`src/rtl/shift_register_universal_pkg.sv`:
```
// Shared definitions for the universal shift register: mode encodings and
// helpers used by the top-level datapath, the pass counter and the interface.
package shift_register_pkg;

  localparam logic [2:0] MODE_HOLD  = 3'd0;
  localparam logic [2:0] MODE_LOAD  = 3'd1;
  localparam logic [2:0] MODE_SHL   = 3'd2;
  localparam logic [2:0] MODE_SHR   = 3'd3;
  localparam logic [2:0] MODE_ROL   = 3'd4;
  localparam logic [2:0] MODE_ROR   = 3'd5;
  localparam logic [2:0] MODE_ASR   = 3'd6;
  localparam logic [2:0] MODE_CLEAR = 3'd7;

  // Width of the shift counter; never narrower than one bit.
  function automatic int count_width(input int width);
    int cw;
    cw = $clog2(width);
    return (cw < 1) ? 1 : cw;
  endfunction

  // Modes SHL..ASR move bits and therefore advance the pass counter.
  function automatic logic is_shift_mode(input logic [2:0] mode);
    return (mode >= MODE_SHL) && (mode <= MODE_ASR);
  endfunction

  // Modes that restart the pass counter.
  function automatic logic is_restart_mode(input logic [2:0] mode);
    return (mode == MODE_LOAD) || (mode == MODE_CLEAR);
  endfunction

endpackage

```
`src/rtl/shift_register_universal_if.sv`:
```
// Control/data bundle of the universal shift register. The master side
// drives controls and data; the slave side is the register itself.
interface shift_register_universal_if
  import shift_register_pkg::*;
#(
  parameter int WIDTH = 8
);

  localparam int CW = count_width(WIDTH);

  logic             reset_sync;
  logic             enable;
  logic [2:0]       mode;
  logic [WIDTH-1:0] d;
  logic             serial_in;
  logic [WIDTH-1:0] q;
  logic             serial_out_msb;
  logic             serial_out_lsb;
  logic [CW-1:0]    shift_count;
  logic             pass_done;

  modport master (
    output reset_sync, enable, mode, d, serial_in,
    input  q, serial_out_msb, serial_out_lsb, shift_count, pass_done
  );

  modport slave (
    input  reset_sync, enable, mode, d, serial_in,
    output q, serial_out_msb, serial_out_lsb, shift_count, pass_done
  );

endinterface

```
`src/rtl/shift_register_universal_pass_counter.sv`:
```
// Modulo-WIDTH shift counter with a registered one-cycle pulse emitted in
// the cycle after the counter wraps from WIDTH-1 back to 0.
module shift_pass_counter
  import shift_register_pkg::*;
#(
  parameter int WIDTH = 8
) (
  input  logic                        clk,
  input  logic                        reset_async_n,
  input  logic                        clr,
  input  logic                        inc,
  output logic [count_width(WIDTH)-1:0] count,
  output logic                        pass_done
);

  localparam int CW = count_width(WIDTH);
  localparam logic [CW-1:0] LAST = CW'(WIDTH - 1);

  // Count shift ops; restart on clr; pulse pass_done for one cycle on wrap.
  always_ff @(posedge clk or negedge reset_async_n) begin
    if (!reset_async_n) begin
      count     <= '0;
      pass_done <= 1'b0;
    end else if (clr) begin
      count     <= '0;
      pass_done <= 1'b0;
    end else if (inc) begin
      if (count == LAST) begin
        count     <= '0;
        pass_done <= 1'b1;
      end else begin
        count     <= count + 1'b1;
        pass_done <= 1'b0;
      end
    end else begin
      pass_done <= 1'b0;
    end
  end

endmodule

```
`src/rtl/shift_register_universal.sv`:
```
// WIDTH-bit universal shift register: hold, load, logical shifts, rotates,
// arithmetic shift right and clear, with a pass counter so it can front a
// serialiser/deserialiser. Priority: reset_sync > enable==0 > mode.
module shift_register_universal
  import shift_register_pkg::*;
#(
  parameter int               WIDTH       = 8,
  parameter logic [WIDTH-1:0] RESET_VALUE = {WIDTH{1'b0}}
) (
  input  logic                         clk,
  input  logic                         reset_async_n,
  shift_register_universal_if.slave    bus
);

  logic [WIDTH-1:0]        q_reg;
  logic [WIDTH-1:0]        q_next;
  logic signed [WIDTH-1:0] q_signed;
  logic                    cnt_clr;
  logic                    cnt_inc;

  assign q_signed = q_reg;

  // Mode decode: next register contents when the register is enabled.
  always_comb begin
    q_next = q_reg;
    case (bus.mode)
      MODE_HOLD:  q_next = q_reg;
      MODE_LOAD:  q_next = bus.d;
      MODE_SHL:   q_next = {q_reg[WIDTH-2:0], bus.serial_in};
      MODE_SHR:   q_next = {bus.serial_in, q_reg[WIDTH-1:1]};
      MODE_ROL:   q_next = {q_reg[WIDTH-2:0], q_reg[WIDTH-1]};
      MODE_ROR:   q_next = {q_reg[0], q_reg[WIDTH-1:1]};
      MODE_ASR:   q_next = q_signed >>> 1;
      MODE_CLEAR: q_next = RESET_VALUE;
      default:    q_next = q_reg;
    endcase
  end

  // Register update: sync reset wins over enable, enable gates every mode.
  always_ff @(posedge clk or negedge reset_async_n) begin
    if (!reset_async_n) begin
      q_reg <= RESET_VALUE;
    end else if (bus.reset_sync) begin
      q_reg <= RESET_VALUE;
    end else if (bus.enable) begin
      q_reg <= q_next;
    end
  end

  assign cnt_clr = bus.reset_sync | (bus.enable & is_restart_mode(bus.mode));
  assign cnt_inc = bus.enable & is_shift_mode(bus.mode);

  shift_pass_counter #(
    .WIDTH (WIDTH)
  ) u_pass_counter (
    .clk           (clk),
    .reset_async_n (reset_async_n),
    .clr           (cnt_clr),
    .inc           (cnt_inc),
    .count         (bus.shift_count),
    .pass_done     (bus.pass_done)
  );

  assign bus.q              = q_reg;
  assign bus.serial_out_msb = q_reg[WIDTH-1];
  assign bus.serial_out_lsb = q_reg[0];

endmodule
```
`src/flat_wrapper.sv`:
```
// flat-port wrapper written by rule: the top's interface ports become plain ports
module shift_register_universal_flat import shift_register_pkg::*;
#(
  parameter int               WIDTH       = 8,
  parameter logic [WIDTH-1:0] RESET_VALUE = {WIDTH{1'b0}}
)
  (clk, reset_async_n, bus_reset_sync, bus_enable, bus_mode, bus_d, bus_serial_in, bus_q, bus_serial_out_msb, bus_serial_out_lsb, bus_shift_count, bus_pass_done);
  shift_register_universal_if #(.WIDTH(WIDTH)) bus_i ();
  input  logic clk;
  input  logic reset_async_n;
  input wire logic [$bits(bus_i.reset_sync)-1:0] bus_reset_sync;
  input wire logic [$bits(bus_i.enable)-1:0] bus_enable;
  input wire logic [$bits(bus_i.mode)-1:0] bus_mode;
  input wire logic [$bits(bus_i.d)-1:0] bus_d;
  input wire logic [$bits(bus_i.serial_in)-1:0] bus_serial_in;
  output wire logic [$bits(bus_i.q)-1:0] bus_q;
  output wire logic [$bits(bus_i.serial_out_msb)-1:0] bus_serial_out_msb;
  output wire logic [$bits(bus_i.serial_out_lsb)-1:0] bus_serial_out_lsb;
  output wire logic [$bits(bus_i.shift_count)-1:0] bus_shift_count;
  output wire logic [$bits(bus_i.pass_done)-1:0] bus_pass_done;
  assign bus_i.reset_sync = bus_reset_sync;
  assign bus_i.enable = bus_enable;
  assign bus_i.mode = bus_mode;
  assign bus_i.d = bus_d;
  assign bus_i.serial_in = bus_serial_in;
  assign bus_q = bus_i.q;
  assign bus_serial_out_msb = bus_i.serial_out_msb;
  assign bus_serial_out_lsb = bus_i.serial_out_lsb;
  assign bus_shift_count = bus_i.shift_count;
  assign bus_pass_done = bus_i.pass_done;
  shift_register_universal #(.WIDTH(WIDTH), .RESET_VALUE(RESET_VALUE)) u_core (.clk(clk), .reset_async_n(reset_async_n), .bus(bus_i));
endmodule
```
`config.mk`:
```
export PLATFORM = sky130hd
export DESIGN_NAME = shift_register_universal_flat
export DESIGN_NICKNAME = d
export VERILOG_FILES = /design/src/rtl/shift_register_universal_pkg.sv /design/src/rtl/shift_register_universal_if.sv /design/src/rtl/shift_register_universal_pass_counter.sv /design/src/rtl/shift_register_universal.sv /design/src/flat_wrapper.sv
export SDC_FILE = /design/constraint.sdc
export NUM_CORES = 1
export LEC_CHECK = 0
export CAP_MARGIN = 20
export CORE_ASPECT_RATIO = 1.25
export CORE_MARGIN = 3
export CORE_UTILIZATION = 47
export CTS_BUF_LIST = sky130_fd_sc_hd__clkbuf_4 sky130_fd_sc_hd__clkbuf_8 sky130_fd_sc_hd__clkbuf_16
export DETAILED_ROUTE_END_ITERATION = 10
export PLACE_DENSITY = 0.83
export SYNTH_ARGS = -nofsm -noshare
export SYNTH_HDL_FRONTEND = slang
export SYNTH_SLANG_ARGS = --single-unit
export TNS_END_PERCENT = 20
```
`constraint.sdc`:
```
create_clock -name clk -period 2.3 [get_ports clk]
set_input_delay 0.23 -clock clk [delete_from_list [all_inputs] [get_ports clk]]
set_output_delay 0.23 -clock clk [all_outputs]
set_load 0.005 [all_outputs]
```
==> images/m1.png <==
Drawn at 10 px/um. Supply wires on this layer in grey.
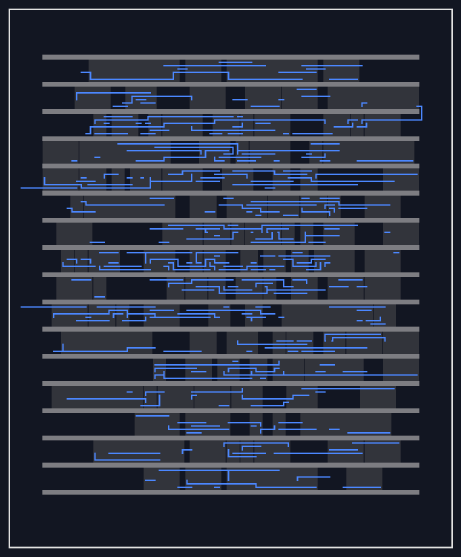
- nets with wire on the layer: 118
- main direction: horizontal
- share of all routed wire: 45%
- longest straight run: 19.3 um

==> images/m2.png <==
Drawn at 10 px/um.
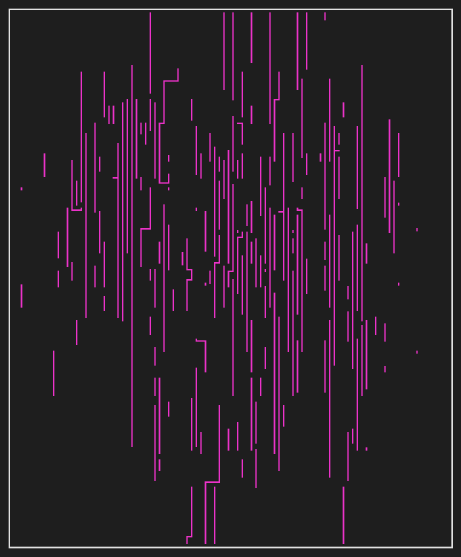
- share of all routed wire: 47%
- main direction: vertical
- wire length on this layer: 952 um

==> images/m3.png <==
Drawn at 12 px/um.
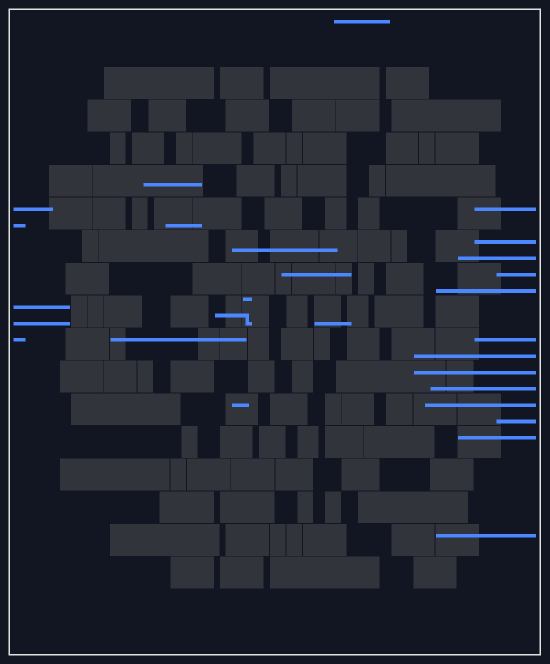
- nets with wire on the layer: 26
- longest straight run: 11.0 um
- share of all routed wire: 7.0%
- main direction: horizontal
- wire length on this layer: 144 um
met3 Resource Use GR: 2.68%
DR vias: 794

==> images/clock_wires.png <==
Drawn at 4 px/um.
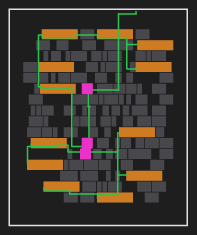
- clock wires: green (length 200 um)
- clock-net drivers: magenta (count 3)
- flip-flops: orange (count 12)
- routed clock nets: 4

-- cell usage after synthesis, drive strengths merged --
library cell   n
nor2          15
nand2          8
o21ai          4
or2            1
a221oi         5
xnor2          2
a222oi         1
nor2b          1
and2           1
dfrtp         12
ha             2
a22o           1
or3            1
a21oi          6
o2bb2ai        1
a211oi         1
a21boi         1
buf            6
clkbuf         1
o31ai          6
nand2b         3
a31o           1
mux2           5
inv            3
nor4           1
mux2i          4
-- cells by family after synthesis --
| logic type | count (synthesis) | synth area share (%) |
|---|---|---|
| simple gates | 31 | 17.1 |
| compound gates | 27 | 24.0 |
| flops | 12 | 35.1 |
| buf+inv | 10 | 7.47 |
| mux | 9 | 11.3 |
| xor+xnor | 2 | 2.05 |
| fa+ha+maj | 2 | 2.93 |
-- final timing paths --
path	end	slack, ps	cells past startpoint
max in group asynchronous	u_core.u_pass_counter.count[1]	1620	1
hold / removal	u_core.u_pass_counter.pass_done	320	1
setup / recovery	u_core.bus.q[3]	690	5
hold reg to reg	u_core.bus.q[6]	530	2
setup reg to reg	u_core.bus.q[6]	1070	3
min in group clk	u_core.bus.q[6]	530	2
-- final cells by class --
type,count,area (um2)
multi-input cells,71,490
fillers,135,489
repair buffers,31,305
flip-flops and latches,12,300
clock buffers,3,22.5
well taps,18,22.5
inverters,3,11.3
-- routing by layer --
metal	routed length [um]	vias to the layer above
met5	0	-
met4	27	0
met3	143	4
met2	951	34
met1	916	363
li1	-	393
-- power groups by stage --
stage | Clock [W] | Sequential, W | Combinational (W)
CTS | 0.000137 | 0.000232 | 0.000136
global route | 0.000145 | 0.000234 | 0.000149
global placement | 0 | 0.000236 | 0.000133
finish | 0.000134 | 0.000232 | 0.000135
detailed placement | 0 | 0.000236 | 0.000136
floorplan | 0 | 0.000235 | 0.0000730
-- through the flow --
| stage | worst slack [ps] | std cells |
|---|---|---|
| 3_3_place_gp | 420 | 135 |
| 3_5_place_dp | 414 | 135 |
| 5_1_grt | 533 | 138 |
| 6_report | 689 | 138 |
| 4_1_cts | 701 | 138 |
| 2_1_floorplan | 1080 | 93 |
==> flow_summary.yaml <==
# flow metrics
run_status:
  status: "finished clean"
cts:
  insertion_delay_ps: 270
  clkSlewWorstSetupHoldPaths_ps: 80
  clock_sinks: 12
  ctsHoldBuffers: 0
  cts_tree: "built"
  clockBufferDepth: 2
sta:
  rsz0062_at_grt: "false"
  skew_ps: 0.705
  maxSlewHeadroom_pct: 62.3
  hold_viol_final: 0
  worstMarginPinSlew_ps: 563
  post-route-period-util_pct: 70.0
layout:
  final_area_um2: 1150
  drive_above_1_share_pct: 13.3
  largest_reg_flops: 8
  syn_to_final_growth_pct: 34.8
  final_cell_mix: "clkdlybuf4s50_1 (29), nor2_1 (14), dfrtp_1 (12)"
job:
  cap_violations: 0
floorplanning:
  pin_count: 30
  num_rows: 16
  die_h_um: 53.7
  fp.dieW_um: 44.1
drt:
  drt-total-wl_um: 2040
  drc: 0
  vias_per_cell: 5.75
setup_path:
  cpLargestDelayFamily: "buffers and inverters"
  cp-start-kind: "input port"
  endpoint_kind: "register"
  slowest_stage: "clkdlybuf4s50_1"
  slowest_delay_ps: 660
  cp.buffers_inverters: 1
power:
  p_sw_share_pct: 28.8
  seq_power_share_pct: 46.3
  combinationalPowerShare_pct: 26.9
  power_density_nw_per_um2: 435
  leakagePower_nw: 0.479
  p_int_w: 0.000357
global_routing:
  grt_use_met1_pct: 26.2
logic_synthesis:
  top_area_cell: "dfrtp_1"
  area_leaders: "dfrtp_1 (35%), mux2_2 (6.6%), nor2_1 (6.1%)"
  yosys-stat-cells: 93
  top_area_share_pct: 35.1
  ys_warn_count: 0
place:
  finalWeightedCongestion: 0.811
hold_path:
  min_path_type: "input port to async pin"
Power is estimated from default activity; no workload was simulated.
